### config.mk
export PLATFORM = sky130hd
export DESIGN_NAME = uart_rx_fifo_flat
export DESIGN_NICKNAME = d
export VERILOG_FILES = /design/src/rtl/uart_rx_fifo_if.sv /design/src/rtl/uart_rx_fifo.sv /design/src/flat_wrapper.sv
export SDC_FILE = /design/constraint.sdc
export NUM_CORES = 1
export LEC_CHECK = 0
export CORE_ASPECT_RATIO = 1.5
export CORE_MARGIN = 8
export CORE_UTILIZATION = 45
export CTS_CLUSTER_SIZE = 40
export DETAILED_ROUTE_END_ITERATION = 8
export RECOVER_POWER = 25
export SLEW_MARGIN = 20
export SYNTH_ARGS = -nofsm -noshare
export SYNTH_HDL_FRONTEND = slang
export SYNTH_SLANG_ARGS = --single-unit
### constraint.sdc
create_clock -name clk -period 5.28 [get_ports clk]
set_input_delay 1.32 -clock clk [delete_from_list [all_inputs] [get_ports clk]]
set_output_delay 1.32 -clock clk [all_outputs]
set_load 0.02 [all_outputs]
### src/rtl/uart_rx_fifo_if.sv
// Byte-stream bus between the UART receiver and its receive FIFO.
// The receiver/consumer side (master) writes bytes with wr_n and pops
// them with rd. The FIFO side (slave) shows the head entry show-ahead.
interface uart_rx_fifo_if;
  logic       wr_n;
  logic [7:0] wr_data;
  logic       wr_parity_err;
  logic       rd;
  logic [7:0] rd_data;
  logic       rd_parity_err;

  modport master (
    output wr_n, wr_data, wr_parity_err, rd,
    input  rd_data, rd_parity_err
  );

  modport slave (
    input  wr_n, wr_data, wr_parity_err, rd,
    output rd_data, rd_parity_err
  );
endinterface

### src/rtl/uart_rx_fifo.sv
// Receive FIFO behind the UART receiver. Stores {parity_err, data} per byte,
// presents the head entry show-ahead, and keeps registered status flags
// (empty/full/level/thresh_hit) plus a sticky overflow flag.
module uart_rx_fifo #(
  parameter int ADDR_W = 4,
  parameter int THRESH = 8
) (
  input  logic              clk,
  input  logic              reset_n,
  uart_rx_fifo_if.slave     bus,
  input  logic              flush,
  input  logic              clear_overflow,
  output logic              empty,
  output logic              full,
  output logic [ADDR_W:0]   level,
  output logic              thresh_hit,
  output logic              overflow
);

  localparam int DEPTH = 1 << ADDR_W;
  localparam logic [ADDR_W:0]   DEPTH_L  = (ADDR_W+1)'(DEPTH);
  localparam logic [ADDR_W:0]   THRESH_L = (ADDR_W+1)'(THRESH);
  localparam logic [ADDR_W:0]   LVL_ONE  = (ADDR_W+1)'(1);
  localparam logic [ADDR_W-1:0] PTR_ONE  = ADDR_W'(1);

  logic [8:0]        mem [DEPTH];
  logic [ADDR_W-1:0] wr_ptr;
  logic [ADDR_W-1:0] rd_ptr;
  logic              push;
  logic              pop;
  logic              ovf_set;
  logic [ADDR_W:0]   level_next;

  // A full FIFO still accepts a write when the head is popped in the same cycle.
  always_comb begin
    push    = ~bus.wr_n & (~full | bus.rd);
    pop     = bus.rd & ~empty;
    ovf_set = ~bus.wr_n & full & ~bus.rd;
  end

  // Next fill level; flags are registered from this so they move on the same edge.
  always_comb begin
    level_next = level;
    if (flush) begin
      level_next = '0;
    end else if (push && !pop) begin
      level_next = level + LVL_ONE;
    end else if (pop && !push) begin
      level_next = level - LVL_ONE;
    end
  end

  // Pointers, level counter and status flags.
  always_ff @(posedge clk or negedge reset_n) begin
    if (!reset_n) begin
      wr_ptr     <= '0;
      rd_ptr     <= '0;
      level      <= '0;
      empty      <= 1'b1;
      full       <= 1'b0;
      thresh_hit <= 1'b0;
    end else begin
      if (flush) begin
        wr_ptr <= '0;
        rd_ptr <= '0;
      end else begin
        if (push) begin
          wr_ptr <= wr_ptr + PTR_ONE;
        end
        if (pop) begin
          rd_ptr <= rd_ptr + PTR_ONE;
        end
      end
      level      <= level_next;
      empty      <= (level_next == '0);
      full       <= (level_next == DEPTH_L);
      thresh_hit <= (level_next >= THRESH_L);
    end
  end

  // Storage array; contents are don't-care until written, so no reset.
  always_ff @(posedge clk) begin
    if (push && !flush) begin
      mem[wr_ptr] <= {bus.wr_parity_err, bus.wr_data};
    end
  end

  // Sticky overflow: a dropped write wins over a simultaneous clear.
  always_ff @(posedge clk or negedge reset_n) begin
    if (!reset_n) begin
      overflow <= 1'b0;
    end else if (ovf_set) begin
      overflow <= 1'b1;
    end else if (clear_overflow) begin
      overflow <= 1'b0;
    end
  end

  // Show-ahead head entry, forced to zero while nothing is stored.
  always_comb begin
    bus.rd_data       = '0;
    bus.rd_parity_err = 1'b0;
    if (!empty) begin
      {bus.rd_parity_err, bus.rd_data} = mem[rd_ptr];
    end
  end

endmodule

### src/flat_wrapper.sv
// flat-port wrapper written by rule: the top's interface ports become plain ports
module uart_rx_fifo_flat 
#(
  parameter int ADDR_W = 4,
  parameter int THRESH = 8
)
  (clk, reset_n, flush, clear_overflow, empty, full, level, thresh_hit, overflow, bus_wr_n, bus_wr_data, bus_wr_parity_err, bus_rd, bus_rd_data, bus_rd_parity_err);
  uart_rx_fifo_if bus_i ();
  input  logic clk;
  input  logic reset_n;
  input  logic flush;
  input  logic clear_overflow;
  output logic empty;
  output logic full;
  output logic [ADDR_W:0] level;
  output logic thresh_hit;
  output logic overflow;
  input wire logic [$bits(bus_i.wr_n)-1:0] bus_wr_n;
  input wire logic [$bits(bus_i.wr_data)-1:0] bus_wr_data;
  input wire logic [$bits(bus_i.wr_parity_err)-1:0] bus_wr_parity_err;
  input wire logic [$bits(bus_i.rd)-1:0] bus_rd;
  output wire logic [$bits(bus_i.rd_data)-1:0] bus_rd_data;
  output wire logic [$bits(bus_i.rd_parity_err)-1:0] bus_rd_parity_err;
  assign bus_i.wr_n = bus_wr_n;
  assign bus_i.wr_data = bus_wr_data;
  assign bus_i.wr_parity_err = bus_wr_parity_err;
  assign bus_i.rd = bus_rd;
  assign bus_rd_data = bus_i.rd_data;
  assign bus_rd_parity_err = bus_i.rd_parity_err;
  uart_rx_fifo #(.ADDR_W(ADDR_W), .THRESH(THRESH)) u_core (.clk(clk), .reset_n(reset_n), .bus(bus_i), .flush(flush), .clear_overflow(clear_overflow), .empty(empty), .full(full), .level(level), .thresh_hit(thresh_hit), .overflow(overflow));
endmodule
==> impl_metrics.toml, run 1 <==
# synthesis and place-and-route metrics
[status]
outcome = "completed"

[min_path]
hold_path.class = "reg2reg"

[synthesis]
synth_area_per_cell_um2 = 19.9
top_area_frac = 0.643
ys_async_sr_fraction = 0.106
top_area_cell = "edfxtp_1"
ys_cells = 338
ys_sh_simple = 0.0690
yosys-top-cells-count = "edfxtp_1 (144), mux4_2 (37), nor2_1 (20)"
edf_count = 144
ys_seq_share = 0.707
top_cell = "edfxtp_1"
yosys_warnings = 0

[cts]
clk_latency_ns = 0.41
hold_buffers = 0

[detailed_routing]
viasPerCell = 5.44
dr_total_vias = 3250
drtAntennaViolNets = 0
drt-initial-drc-count = 246

[job]
maxCapViolCount = 0
warning_count = 30

[setup_path]
arrival_ns = 3.09
cp_slowest_cell = "mux4_1"
crit_path_max_incr_delay_ns = 0.58
critPathBufInv = 2
start_kind = "register"
cp-end-kind = "output pin"

[place]
place_ws_ns = 1.25
place_hpwl_um = 8940

[pwr]
swShare = 0.267
seq_power_share = 0.459
powerDensity_mw_per_mm2 = 423

[sta]
worst_pin_slew_ns = 0.812
drv_slew = 0
tns_ns = 0
finalClockPeriodUsage = 0.836
finalSetupViolCount = 0
final-hold-violation-count = 0

[cells_and_area]
final_common_cell = "edfxtp_1"
layout-drive-gt1-share = 0.257

[grt]
antenna_found_initial = 1
grt_max_degree = 30

[floorplanning]
core_area_mm2 = 0.0146
dieWidth_um = 116
initial_core_util = 0.461
rows = 54
run 1: stage by stage:
stage | std cells | area (um2)
after floorplan | 338 | 6720
after global placement | 566 | 7320
after detailed placement | 566 | 7320
after CTS | 597 | 7880
after global routing | 597 | 7880
final | 597 | 7880
run 1: tightest hold or removal path, stage by stage, from the launching register on:
cell and delay [ns]:
dfrtp_1 0.38, inv_1 0.06, o22ai_1 0.07
run 1: flip-flops by register name, indices dropped and copies added (netlist names):
signal	count
u_core.empty	1
u_core.full	1
u_core.level	5
u_core.mem	144
u_core.overflow	1
u_core.rd_ptr	4
u_core.thresh_hit	1
u_core.wr_ptr	4
run 1: power groups by stage:
stage	clock [uW]	combinational, uW	sequential [uW]
after floorplan	0	486	1520
after global placement	0	664	1560
after detailed placement	0	670	1560
after CTS	1170	673	1530
after global routing	1220	706	1540
final	1150	657	1530
run 1: cell type report:
cell class / instances / area [um2]
fillers: 1168 / 6720
flip-flops and latches: 161 / 4750
multi-input cells: 146 / 1790
repair buffers: 50 / 480
clock buffers: 17 / 425
well taps: 196 / 245
clock inverters: 14 / 130
inverters: 13 / 48.8
run 1: final timing paths:
path	slack, ns	end	startpoint	cells after the start
hold / removal	0.55	u_core.overflow	u_core.overflow	2
max in group asynchronous	3.28	u_core.rd_ptr[0]	reset_n	1
min in group asynchronous	1.44	u_core.level[1]	reset_n	1
setup reg to reg	2.76	u_core.empty	u_core.empty	6
setup / recovery	0.87	bus_rd_parity_err	u_core.rd_ptr[0]	5
hold reg to reg	0.55	u_core.overflow	u_core.overflow	2
run 1: layer usage:
layer	up-vias	routed length, um	GRT usage
met5	-	0	0
met4	0	266	0.0606
met3	22	634	0.0382
met2	81	7580	0.267
met1	1694	5460	0.181
li1	1453	-	-
Fig. 1: run 1, close-up of the layout
Scale bar: 10 um. Region (43, 68) to (73, 98) um. Cells in grey, sequential cells in the stronger grey; small squares are vias.
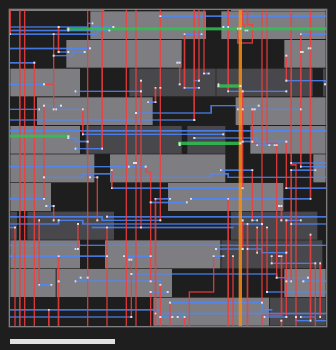
- orange: metal 4
- red: metal 2
- blue: metal 1
- green: metal 3
- cells with their middle in the window: 23
- netlist names of flops here include: u_core.mem (15)
- most frequent: edfxtp_1 (15), mux4_2 (4), clkbuf_16 (2)
- sequential cells in the window: 15

Fig. 2: run 1, routed metal, one colour a layer
Only two layers are drawn.
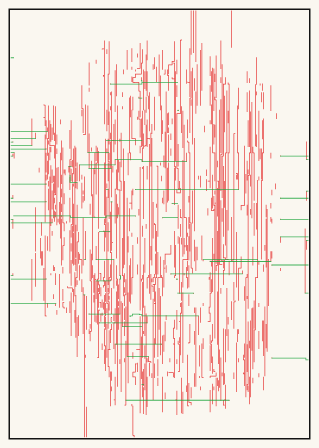
- green: metal 3 (wire length 635 um)
- red: metal 2 (wire length 7580 um)

Fig. 3: run 1, clock wiring as the flow saved it
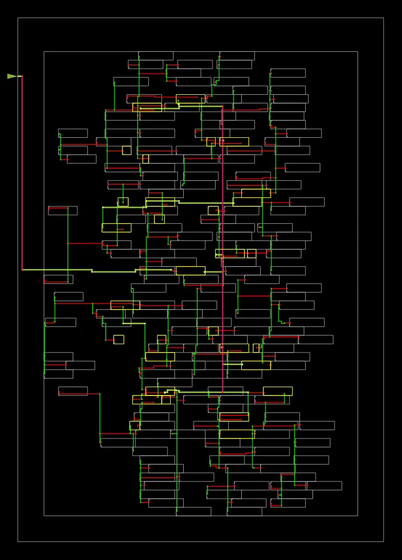
clock skew: 0.00579 ns
TritonCTS Sinks: 161
Clock Buffer Count: 17
flop count: 161

Fig. 4: run 1, metal 4
Supply wires on this layer in grey.
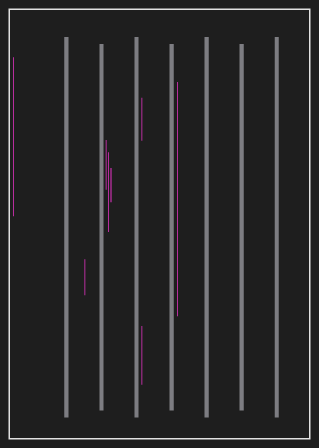

==> run 2: changes to the inputs <==
- clock period: 5.28 -> 4.18 ns (I/O delays scaled with it)
Fig. 5: run 2, metal 4
Supply wires on this layer in grey.
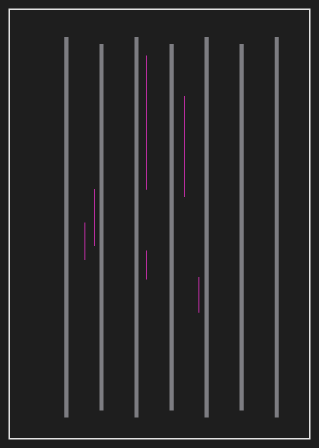
- share of all routed wire: 1.1%
- longest straight run: 51.7 um
- nets with wire on the layer: 3
- wire length on this layer: 151 um
- main direction: vertical

Fig. 6: run 2, close-up of the layout
Scale bar: 10 um. Region (43, 68) to (73, 98) um. Cells in grey, sequential cells in the stronger grey; small squares are vias.
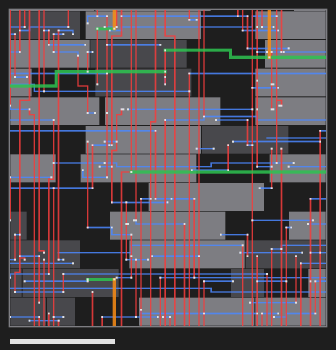
- orange: metal 4
- green: metal 3
- red: metal 2
- blue: metal 1
- cells with their middle in the window: 24
- sequential cells in the window: 15
- most frequent: edfxtp_1 (15), mux4_2 (3), clkbuf_16 (3)
- netlist names of flops here include: u_core.mem (15)

==> impl_metrics.toml, run 2 <==
# synthesis and place-and-route metrics
[status]
outcome = "completed"

[synthesis]
ys_async_sr_fraction = 0.106
yosys_warnings = 0
top_area_cell = "edfxtp_1"
top_area_frac = 0.643
edf_count = 144
ys_cells = 338
ys_seq_share = 0.707
top_cell = "edfxtp_1"
yosys-top-cells-count = "edfxtp_1 (144), mux4_2 (37), nor2_1 (20)"

[sta]
tns_ns = 0
finClkSkew_ns = 0.00864
worst_pin_slew_ns = 0.796
finalClockPeriodUsage = 0.945
finalSetupViolCount = 0

[detailed_routing]
dr_wl_met3_um = 501
dr_total_vias = 3287
drtAntennaViolNets = 0
viasPerCell = 5.43
top_layer = "met4"
met1_length_um = 5550
drt-initial-drc-count = 156

[floorplanning]
dieWidth_um = 116
rows = 54
initial_core_util = 0.461

[setup_path]
arrival_ns = 2.91
worst-r2r-setup-slack_ns = 1.64
critPathBufInv = 2
cp-end-kind = "output pin"
start_kind = "register"
crit_path_max_incr_delay_ns = 0.60
ff2ff_path_depth = 6
startpoint = "u_core.rd_ptr[0]"

[cells_and_area]
largest_register_ffs = 144
top_regs = "u_core.mem: 144 flops, u_core.level: 5 flops"
final_common_cell = "edfxtp_1"
final_util = 0.544
max_flop_register = "u_core.mem"
layout-drive-gt1-share = 0.267

[job]
warning_count = 30

[cts]
hold_buffers = 0
clk_latency_ns = 0.42
clk_path_buf_depth = 2

[min_path]
min_from = "u_core.overflow"
hold_path.class = "reg2reg"

[grt]
antenna_found_initial = 1

[pwr]
powerDensity_mw_per_mm2 = 538

[place]
place_hpwl_um = 8800
## run 2: cell counts after synthesis
No cell type changed its count.
## run 2: kinds of logic after synthesis
logic type | Yosys count | synth area share
compound gates | 12 | 0.0130
simple gates | 70 | 0.0690
flops | 161 | 0.707
mux | 48 | 0.160
xor+xnor | 8 | 0.0104
fa+ha+maj | 8 | 0.0147
buf+inv | 31 | 0.0266
## run 2: power by group
group | switching (uW) | internal [uW]
clock network | 629 | 887
registers | 97.7 | 1810
logic | 398 | 451
## run 2: metal layers
metal  up-vias  GRT usage
met5         -          0
met3        16     0.0393
met2        66      0.264
met4         0     0.0408
li1       1474          -
met1      1731      0.179
## run 2: worst max-delay path by stage
| stage | to | cells after the start |
|---|---|---|
| 2_1_floorplan | bus_rd_data[7] | 5 |
| 3_3_place_gp | u_core.mem[2][5] | 6 |
| 3_5_place_dp | u_core.mem[2][6] | 6 |
| 4_1_cts | bus_rd_parity_err | 5 |
| 5_1_grt | bus_rd_parity_err | 5 |
| 6_report | bus_rd_parity_err | 5 |
## run 2: per-stage QoR
step / std cells / worst slack, ns / power, uW / area [um2] / hold WS, ns
after floorplan: 338 / 1.31 / 2540 / 6720 / 0.574
after global placement: 573 / 0.640 / 2810 / 7360 / 0.526
after detailed placement: 573 / 0.581 / 2810 / 7360 / 0.527
after CTS: 605 / 0.172 / 4330 / 7940 / 0.541
after global routing: 605 / 0.122 / 4440 / 7940 / 0.563
final: 605 / 0.229 / 4280 / 7940 / 0.535
## run 2: final cells by class
type / count / area (um2)
tap: 196 / 245
clock inverter: 14 / 154
fill: 1176 / 6650
timing repair buffer: 57 / 520
multi-input combinational: 146 / 1790
sequential: 161 / 4750
clock buffer: 18 / 429
inverter: 13 / 48.8
Power is estimated from default activity; no workload was simulated.
